--- config.mk ---
export PLATFORM = sky130hd
export DESIGN_NAME = drop_token
export DESIGN_NICKNAME = d
export VERILOG_FILES = /design/src/rtl/drop_token_pkg.sv /design/src/rtl/drop_token.sv
export SDC_FILE = /design/constraint.sdc
export NUM_CORES = 1
export LEC_CHECK = 0
export CAP_MARGIN = 20
export CORE_ASPECT_RATIO = 2
export CORE_MARGIN = 1
export CORE_UTILIZATION = 47
export DETAILED_ROUTE_END_ITERATION = 16
export PLACE_DENSITY = 0.76
export SYNTH_ARGS = -nofsm -noshare
export SYNTH_HDL_FRONTEND = slang
export SYNTH_SLANG_ARGS = --single-unit
export TNS_END_PERCENT = 1
--- constraint.sdc ---
create_clock -name clk -period 2.04 [get_ports clk]
set_input_delay 0.408 -clock clk [delete_from_list [all_inputs] [get_ports clk]]
set_output_delay 0.408 -clock clk [all_outputs]
set_load 0.01 [all_outputs]
--- src/rtl/drop_token_pkg.sv ---
// Shared Score 4 board types: geometry, cell encoding and the panel layout
// used by the move engine and the win checker.
package drop_token_pkg;

  localparam int COLS  = 7;
  localparam int ROWS  = 6;
  localparam int CELLS = COLS * ROWS;

  typedef enum logic [1:0] {
    EMPTY = 2'b00,
    P0    = 2'b01,
    P1    = 2'b10
  } cell_t;

  // panel[col][row], row 0 is the bottom of the board
  typedef cell_t [COLS-1:0][ROWS-1:0] panel_t;

  function automatic cell_t turn_cell(input logic turn);
    return turn ? P1 : P0;
  endfunction

endpackage

--- src/rtl/drop_token.sv ---
// Score 4 move engine: owns the board, animates a falling token one row per
// cycle, commits it and passes the turn to the other player.
//
// state    | meaning
// ---------+-----------------------------------------------------------
// S_IDLE   | waiting for a column request; rejects full/out-of-range ones
// S_FALL   | token dropping one row per cycle until it rests
// S_COMMIT | token written into the panel, turn toggled, move_done set
module drop_token
  import drop_token_pkg::*;
(
  input  logic       clk,
  input  logic       rst_n,
  input  logic       new_game,
  input  logic       move_valid,
  input  logic [2:0] move_col,
  output logic       move_ready,
  input  logic       game_over,
  output panel_t     panel,
  output logic       turn,
  output logic       fall_valid,
  output logic [2:0] fall_col,
  output logic [2:0] fall_row,
  output logic       move_done,
  output logic       move_illegal,
  output logic       board_full
);

  typedef enum logic [1:0] {
    S_IDLE,
    S_FALL,
    S_COMMIT
  } state_t;

  state_t     state;
  logic [5:0] move_count;
  logic       col_oob;
  logic       col_full;
  logic       landed;

  assign col_oob    = move_col >= 3'(COLS);
  assign board_full = move_count == 6'(CELLS);
  assign move_ready = (state == S_IDLE) && !game_over && !board_full;

  // Guard the top-row lookup so an out-of-range column never indexes the panel
  always_comb begin
    col_full = 1'b0;
    if (!col_oob)
      col_full = panel[move_col][ROWS-1] != EMPTY;
  end

  always_comb begin
    landed = 1'b1;
    if (fall_row != 3'd0)
      landed = panel[fall_col][fall_row - 3'd1] != EMPTY;
  end

  always_ff @(posedge clk or negedge rst_n) begin
    if (!rst_n) begin
      state        <= S_IDLE;
      panel        <= '{default: EMPTY};
      turn         <= 1'b0;
      move_count   <= 6'd0;
      fall_valid   <= 1'b0;
      fall_col     <= 3'd0;
      fall_row     <= 3'd0;
      move_done    <= 1'b0;
      move_illegal <= 1'b0;
    end else if (new_game) begin
      state        <= S_IDLE;
      panel        <= '{default: EMPTY};
      turn         <= 1'b0;
      move_count   <= 6'd0;
      fall_valid   <= 1'b0;
      fall_col     <= 3'd0;
      fall_row     <= 3'd0;
      move_done    <= 1'b0;
      move_illegal <= 1'b0;
    end else begin
      move_done    <= 1'b0;
      move_illegal <= 1'b0;
      case (state)
        S_IDLE: begin
          if (move_valid && move_ready) begin
            if (col_oob || col_full) begin
              move_illegal <= 1'b1;
            end else begin
              fall_col   <= move_col;
              fall_row   <= 3'(ROWS - 1);
              fall_valid <= 1'b1;
              state      <= S_FALL;
            end
          end
        end
        S_FALL: begin
          if (landed)
            state <= S_COMMIT;
          else
            fall_row <= fall_row - 3'd1;
        end
        S_COMMIT: begin
          panel[fall_col][fall_row] <= turn_cell(turn);
          turn       <= ~turn;
          move_count <= move_count + 6'd1;
          move_done  <= 1'b1;
          fall_valid <= 1'b0;
          fall_col   <= 3'd0;
          fall_row   <= 3'd0;
          state      <= S_IDLE;
        end
        default: state <= S_IDLE;
      endcase
    end
  end

endmodule

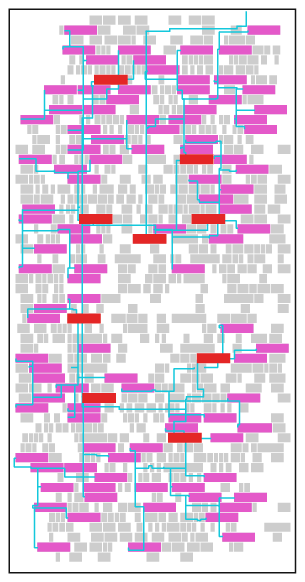
(clock distribution)
[cyan] clock wires | length: 1,230 um
[red] clock-net drivers | count: 9
[magenta] flip-flops | count: 102
routed clock nets	10
latest clock arrival within the worst-skew pair: 360 ps
clock network fraction of design power: 0.258
clk_skew: 6.692 ps
power drawn by the clock network: 1880 uW

==> impl_metrics.toml <==
# synthesis and place-and-route metrics
[synthesis]
synth.mux.area_fraction = 0.04070
synth.most_common_cell = "sky130_fd_sc_hd__nor2_1"
synth-edff-count = 0
post_synth_and_or_nand_nor_area_fraction = 0.2398
synth_area_um2 = 5410
synth.yosys.chip_area_um2 = 5410
syn-num-nets = 649
yosys.stat.seqShare = 0.4718
synth-cells-yosys = 633
synth.cellmix.compoundShare = 0.1721
synthXorXnorAreaFrac = 0.009713
synthCells = 633
leading_cell_types_by_count_after_synthesis = "116 x sky130_fd_sc_hd__nor2_1, 102 x sky130_fd_sc_hd__dfrtp_1, 93 x sky130_fd_sc_hd__nand2_1"
async_reset_ff_frac = 1.000
synthFlopType = "sky130_fd_sc_hd__dfrtp_1"
post_synth_main_area_contributors = "sky130_fd_sc_hd__dfrtp_1 47%, sky130_fd_sc_hd__nor2_1 8.0%, sky130_fd_sc_hd__a21oi_1 7.9%, sky130_fd_sc_hd__nand2_1 6.5%, sky130_fd_sc_hd__nand3_1 4.2%"
synth_area_leader_cell = "sky130_fd_sc_hd__dfrtp_1"
synth_cell_types = 61
postSynthAreaPerCell_um2 = 8.547

[layout]
fillerInstances = 946
ff_count = 102
seq_area_um2 = 2556
area_growth_synth_to_finish_pct = 38.32
layout.clock.cell_area_share = 0.04330
dominant_cells = "logic gates"
reg_top3 = "panel (84), move_count (6)"
nNonClkInverters = 12
fin_cells = 938
clk_buffers = 10
regMostFlops = "panel"
bufAreaShareNonClock = 0.2296
largest_register_ff_count = 84
drive_above_1_share = 0.1646
multiInputGateArea_um2 = 2663
antenna-diode-count = 0
final_cell_mix = "114 x sky130_fd_sc_hd__nor2_1, 99 x sky130_fd_sc_hd__dfrtp_1, 97 x sky130_fd_sc_hd__clkdlybuf4s50_1"
design.final.nets = 807
comb_cells = 476

[floorplanning]
die.size.x_um = 77.87
top_ports = 104
die_outline_height_um = 153.7
well_tap_count = 142
die-area_um2 = 11970

[cts]
cts.root.buffer_cell = "sky130_fd_sc_hd__clkbuf_16"
cts_setup_buffers = 0
cts.reportedPaths.clkPinSlew_ps = 70
clk_path_buf_depth = 2
numCtsBuffers = 9
tritoncts = "built"
clkSinkCount = 102

[power_and_ir_drop]
finalPower_uw = 7297
power_frac_comb = 0.429
power_density_normalized_to_cell_area_nw_per_um2 = 975.0
power.ir.vdd_worst_mv = 0.7242

[final_timing]
final.min_clock_period_ps = 2345
setup_viol = 9
achievable-frequency_mhz = 426.4
timing_hold_violations_final = 0
final_max_slew_viols = 0
max_slew_margin = 0.5395
rsz0062_at_grt = "true"
period_used_share = 1.150
totalNegativeSetupSlack_ps = -1929
worst_slack_setup_final_ps = -305.1
worst_slew_pin_slew_ps = 690.8

[drt]
detail_route.wl_per_cell_um = 19.27
antenna_left = 0
number_of_drc_markers_in_iteration_0 = 434
firstDrtPassIters = 7
aggregate_routed_wire_length_um = 18070
routed_via_density = 5.846
dr_total_vias = 5484

[worst_setup_path]
timing.rr.end = "state[0]"
critical-path-top-delay-family = "AND-OR/OR-AND gates"
setup.worst_path.end_class = "flop"
path_cells = "buf_4 -> buf_12 -> nand2b_1 -> buf_4 -> nor2_1 -> o31ai_1 -> a32o_2 -> a221oi_4 -> o41ai_2 -> o2bb2ai_1"
timing.critical_path.depth = 10
timing.critical_path.buf_inv = 3
critical_path.reg2reg.startpoint = "fall_col[0]"
path_class = "reg2reg"
setup.worst_path.start_class = "flop"
setup_slack_of_the_worst_register_to_register_path_ps = -310
rr_worst_depth = 10
critical_path.max_stage_delay_ps = 460
critPathRequiredTime_ps = 2270
cp-endpoint = "state[0]"

[grt]
overflow = 0
grt_pass1_wl_um = 28440
grt_pass1_vias = 5388
grtUsageTotal = 0.3166
pin_count_of_the_biggest_net_entering_global_routing = 103

[placement]
dp_hpwl_um = 13150
dp_slack_ps = -595.3
place.port_buffers = 103
dp.cells = 922
placed_area_um2 = 7113
gp_congestion = 0.9325

[status]
outcome = "finished with violations"
violated_checks = "setup timing"

[flow_run]
max-cap-violations = 0

[min_path]
holdCritPathClass = "in2async"
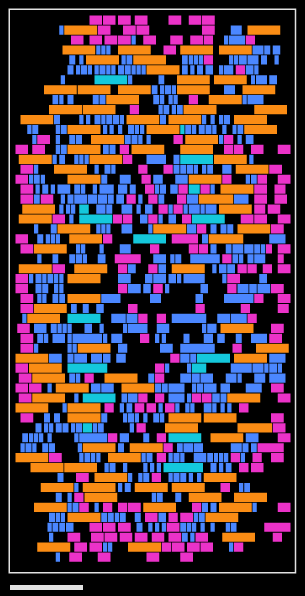
(cells colored by class)
The bar under the picture is 20 um long.
color	class	cells	share of their area
magenta	remaining buffers and delay cells	190	24%
cyan	clock drivers and dummy loads	16	4.4%
orange	registers	102	35%
blue	remaining logic cells	488	37%
number of rows created at floorplan: 55
Layout Cell Area excl Fill: 7483 um2
fraction of standard cell area that is sequential: 0.3416
core region area: 11,290 um2

## metal layers
layer / track usage / up-vias / share of wire
met2: 0.5584 / 246 / 0.53
li1: - / 2505 / -
met4: 0.2049 / 0 / 0.066
met1: 0.3483 / 2667 / 0.35
met5: 0 / - / 0
met3: 0.04510 / 66 / 0.052
## power groups by stage
stage	Combinational, uW	Clock [uW]	Sequential, uW
2_1_floorplan	1750	0	2310
3_5_place_dp	3000	0	2310
5_1_grt	3370	1980	2300
6_report	3130	1880	2290
4_1_cts	3010	1910	2280
3_3_place_gp	2940	0	2310
## worst min path at each step
stage	end	slack [ps]	depth (start not counted)
after floorplan	fall_col[0]	110	0
after global placement	state[1]	500	1
after detailed placement	fall_valid	500	1
after CTS	panel[46]	140	2
after global routing	panel[46]	150	2
final	panel[46]	70	2
Power is estimated from default activity; no workload was simulated.
